File: src/rtl/gf_nb_frob.sv
`default_nettype none
// ============================================================================
//  Module      : gf_nb_frob
//  Description : Normal-basis GF(2^m) Frobenius engine. Computes A^(2^k)
//                (cyclic rotate left per step) or A^(2^-k) (cyclic rotate
//                right per step), one step per clock, valid/ready handshake.
//  Revision    : 1.0 - initial release
// ============================================================================
module gf_nb_frob #(
  parameter int WIDTH = 8,
  parameter int KW    = 4
) (
  input  logic             clk,
  input  logic             rst,
  input  logic             in_valid,
  output logic             in_ready,
  input  logic [WIDTH-1:0] in_a,
  input  logic [KW-1:0]    in_k,
  input  logic             in_root,
  output logic             out_valid,
  input  logic             out_ready,
  output logic [WIDTH-1:0] out_q
);

  typedef enum logic [1:0] {
    S_IDLE = 2'd0,
    S_RUN  = 2'd1,
    S_DONE = 2'd2
  } state_t;

  state_t           state_q, state_d;
  logic [WIDTH-1:0] work_q,  work_d;
  logic [KW-1:0]    cnt_q,   cnt_d;
  logic             mode_q,  mode_d;

  // In normal basis squaring is a pure rotation, so no field arithmetic is
  // needed; k >= WIDTH wraps naturally because WIDTH rotations are identity.
  logic [WIDTH-1:0] w_sq;
  logic [WIDTH-1:0] w_rt;
  assign w_sq = {work_q[WIDTH-2:0], work_q[WIDTH-1]};
  assign w_rt = {work_q[0], work_q[WIDTH-1:1]};

  // State and datapath registers; reset abandons any in-flight operation.
  always_ff @(posedge clk or posedge rst) begin
    if (rst) begin
      state_q <= S_IDLE;
      work_q  <= '0;
      cnt_q   <= '0;
      mode_q  <= 1'b0;
    end else begin
      state_q <= state_d;
      work_q  <= work_d;
      cnt_q   <= cnt_d;
      mode_q  <= mode_d;
    end
  end

  // Next-state and datapath update; inputs are only sampled in IDLE.
  always_comb begin
    state_d = state_q;
    work_d  = work_q;
    cnt_d   = cnt_q;
    mode_d  = mode_q;
    unique case (state_q)
      S_IDLE: begin
        if (in_valid) begin
          work_d  = in_a;
          cnt_d   = in_k;
          mode_d  = in_root;
          state_d = (in_k == '0) ? S_DONE : S_RUN;
        end
      end
      S_RUN: begin
        work_d = mode_q ? w_rt : w_sq;
        cnt_d  = cnt_q - KW'(1);
        if (cnt_q == KW'(1)) begin
          state_d = S_DONE;
        end
      end
      S_DONE: begin
        if (out_ready) begin
          state_d = S_IDLE;
        end
      end
      default: state_d = S_IDLE;
    endcase
  end

  // Handshake outputs decode directly from the state register.
  always_comb begin
    in_ready  = (state_q == S_IDLE);
    out_valid = (state_q == S_DONE);
    out_q     = work_q;
  end

endmodule
`default_nettype wire

File: config.mk
export PLATFORM = sky130hd
export DESIGN_NAME = gf_nb_frob
export DESIGN_NICKNAME = d
export VERILOG_FILES = /design/src/rtl/gf_nb_frob.sv
export SDC_FILE = /design/constraint.sdc
export NUM_CORES = 1
export LEC_CHECK = 0
export CAP_MARGIN = 20
export CORE_MARGIN = 2
export CORE_UTILIZATION = 49
export CTS_CLUSTER_DIAMETER = 60
export DETAILED_ROUTE_END_ITERATION = 16
export PLACE_DENSITY = 0.94
export SLEW_MARGIN = 20
export SYNTH_ARGS = -nofsm -noshare
export SYNTH_HDL_FRONTEND = slang
export SYNTH_SLANG_ARGS = --single-unit
File: constraint.sdc
create_clock -name clk -period 3.75 [get_ports clk]
set_clock_uncertainty 0.2 [all_clocks]
set_input_delay 1.125 -clock clk [delete_from_list [all_inputs] [get_ports clk]]
set_output_delay 1.125 -clock clk [all_outputs]
set_load 0.02 [all_outputs]
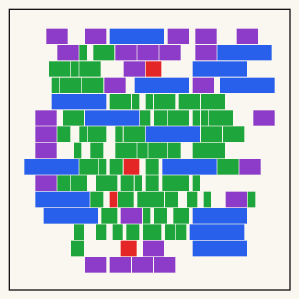
Fig. 1. Placement by cell class.
Drawn at 6 px/um.
[green] remaining logic cells | cells: 67 | share of their area: 42%
[purple] remaining buffers and delay cells | cells: 26 | share of their area: 23%
[red] clock drivers and dummy loads | cells: 4 | share of their area: 2.3%
[blue] sequential cells | cells: 15 | share of their area: 33%

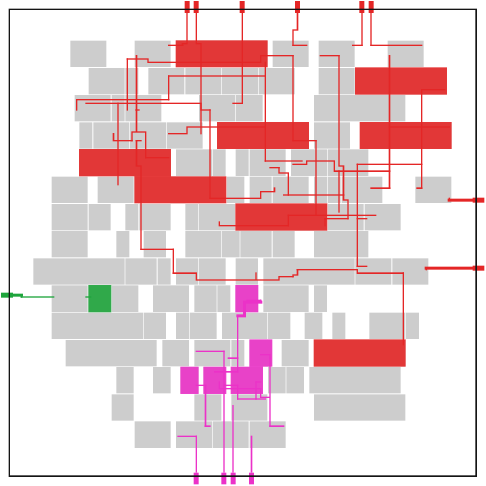
Fig. 2. Port wiring.
Drawn at 10 px/um.
[magenta] in_k | bits: 4 | direction: input | end cells: 5 | buffers: 4 | wire: 73.6 um
[green] out_ready | bits: 1 | direction: input | end cells: 1 | buffers: 1 | wire: 4.50 um
[red] out_q | bits: 8 | direction: output | end cells: 8 | buffers: 8 | wire: 362 um
IO Pins: 27
I/O Buffers: 26

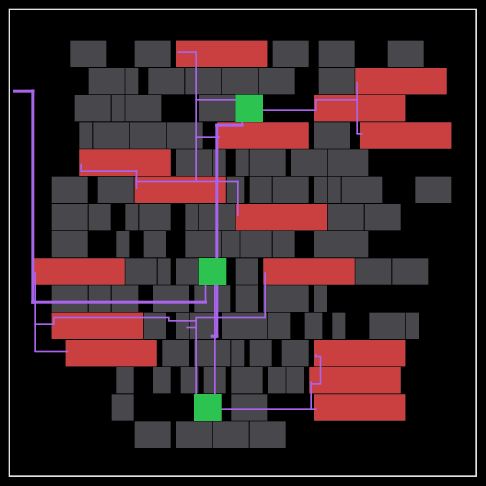
Fig. 3. Clock network drawn from the DEF.
Drawn at 10 px/um.
[red] flip-flops | count: 15
[purple] clock wires | length: 211 um
[green] clock-net drivers | count: 3
routed clock nets: 4

==> flow_summary_export.csv <==
group,metric,value,unit
synth,synth-edff-count,0,
synth,top_cell,"dfrtp_1",
pwr,power_density,921.5,nW/um2
worst_setup_path,slowest_stage,"clkdlybuf4s50_1",
timing,hold-worst-slack,377.6,ps
timing,relSlewSlack,61.63,%
worst_setup_path,r2r_end,"mode_q$_DFFE_PP0P_",
clock_network,postCtsHoldBufs,0,
synth,synth_seq_share,42.31,%
synth,ys_seq_elements,15,
timing,finalHoldViolations,0,
final_layout,seq_share,32.12,%
die,die_height,46.55,um
timing,maxSlewViolCount,0,
synth,synth.avg_cell_area,10.20,um2
clock_network,cts_tree,"built",
worst_setup_path,r2r_start,"state_q[0]$_DFFE_PP0P_",
routing,first_iter_violations,34,
routing,drt-pass1-iter-count,4,
pwr,seq-power,385,uW
final_layout,syn2layout_area_growth,31.73,%
final_layout,drive_gt1_share,8.036,%
synth,top_cells_by_count,"15 x dfrtp_1, 9 x mux2i_1, 8 x nor2_1",
die,tap_cells,25,
pwr,p_seq_share,35.8,%
timing,fmax,333.0,MHz
synth,synth_warnings,0,
clock_network,postCtsSetupRepairBufs,0,
routing,wirelength,2.124,mm
worst_setup_path,slowest_delay,630,ps
status,status,"complete, no violations",
routing,vias,801,
worst_setup_path,cp-end-kind,"output pin",
worst_setup_path,crit_arrival,1680,ps
timing,finalWorstSetupSlack,746.6,ps
final_layout,buf_share,22.27,%
placed_design,place_ws,952.6,ps
routing,wl_met1,933,um
final_layout,clock_area_share,2.248,%
clock_network,h-tree-depth,1,
clock_network,insertion_delay,290,ps
clock_network,clk_root_buffer_cell,"clkbuf_4",
routing,wl_met2,995,um
synth,topCellsByArea,"dfrtp_1 42%, mux2i_1 10%, a221o_1 5.6%, nor2_1 3.4%, ha_1 2.8%",
global_routing,first_global_vias,702,
synth,synth.largest_area_cell,"dfrtp_1",
worst_setup_path,crit_family,"buffers and inverters",
run,warning_count,27,
routing,via_per_inst,5.847,
placed_design,dpl.hpwl,1.571,mm
final_layout,nNetsFinal,132,
worst_setup_path,worst-path-buf-inv,1,
pwr,combPwrFrac,55.4,%
timing,period_used_share,80.09,%
routing,top_layer_used,"met4",
pwr,powerComb,597,uW
routing,ant_nets,0,
global_routing,track_usage,22.51,%
clock_network,clkSlewWorstSetupHoldPaths,90,ps
synth,async_flop_share,100.0,%
pwr,vdd_ir_drop_max,0.6298,mV
pwr,top_power_group,"combinational cells",
timing,fin_setup_tns,0,ps
timing,period_needed,3003,ps
synth,synth_cells,87,
global_routing,grt_max_degree,16,
worst_setup_path,crit_required,2420,ps
worst_setup_path,critPathCapture,"in_ready",
final_layout,regArea,375.4,um2
synth,ff_type,"dfrtp_1",
worst_setup_path,path_depth,2,
timing,worst_slew_pin_slew,574.8,ps
synth,ys_area,887.1,um2
die,dieArea,2167,um2
worst_hold_path,worst_hold_path.num_cells,1,
routing,drc,0,
worst_setup_path,crit_chain,"nor2_1 > clkdlybuf4s50_1",
synth,fp_nets,106,
pwr,p_sw_share,43.48,%
final_layout,fillers,128,
worst_setup_path,ff2ff_path_depth,3,
timing,grt_setup_unrepaired,"no",
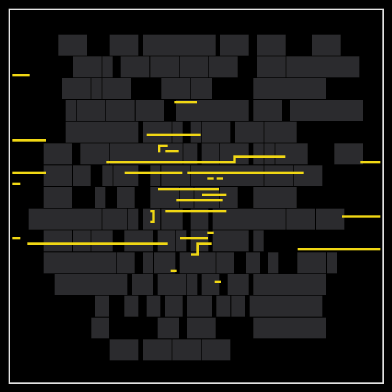
Fig. 4. M3 wires.
Drawn at 8 px/um.
longest straight run: 17.2 um
main direction: horizontal
nets with wire on the layer: 23

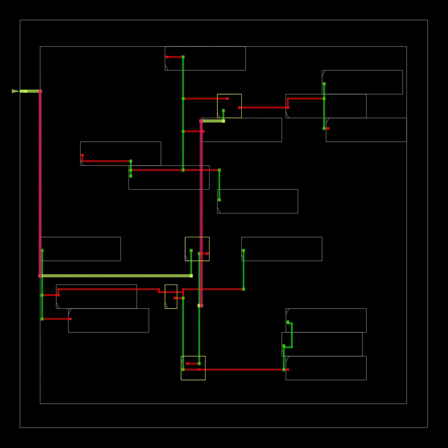
Fig. 5. Clock routing.
Clk. pwr: 94.9 uW
clock buffer count: 4
CTS Sinks: 15

## cell families after synthesis
family                   synth area share, %
AND/OR/NAND/NOR                        16.50
buffers and inverters                  5.782
adder cells (fa/ha/maj)                2.820
flip-flops                             42.31
AND-OR/OR-AND                          20.73
multiplexers                           11.85
## how the worst min path moves through the flow
| stage | startpoint | endpoint | slack [ps] |
|---|---|---|---|
| final | out_q[4]$_DFFE_PP0P_ | out_q[4]$_DFFE_PP0P_ | 380 |
| after global routing | out_q[4]$_DFFE_PP0P_ | out_q[4]$_DFFE_PP0P_ | 410 |
| after CTS | out_q[4]$_DFFE_PP0P_ | out_q[4]$_DFFE_PP0P_ | 380 |
| after detailed placement | out_q[4]$_DFFE_PP0P_ | out_q[4]$_DFFE_PP0P_ | 360 |
| after global placement | out_q[3]$_DFFE_PP0P_ | out_q[3]$_DFFE_PP0P_ | 360 |
| after floorplan | cnt_q[1]$_DFFE_PP0P_ | cnt_q[1]$_DFFE_PP0P_ | 360 |
## worst reg2reg max path, cell delays in order, from the launching register on
cell     delay [ps]
dfrtp_1         530
nor2_1          220
and2_1          320
mux2_4          330
## registers in the layout (all words and copies together) (netlist names)
name     cells
state_q      2
out_q        8
cnt_q        4
mode_q       1
## routing by layer
metal | up-vias | track usage (%)
li1 | 371 | -
met1 | 380 | 30.49
met2 | 42 | 32.22
met3 | 8 | 4.706
met4 | 0 | 14.29
met5 | - | 0
## per-stage QoR
| step | area, um2 | instances | utilization (%) | total power [uW] |
|---|---|---|---|---|
| after CTS | 1169 | 137 | 68.42 | 1073 |
| after floorplan | 887.1 | 87 | - | 780.6 |
| after global routing | 1169 | 137 | 68.42 | 1155 |
| after detailed placement | 1142 | 133 | 66.89 | 975.4 |
| after global placement | 1142 | 133 | 66.89 | 947.0 |
| final | 1169 | 137 | 68.42 | 1077 |
Power figures rest on the tool's default switching activity, not on a simulated workload.
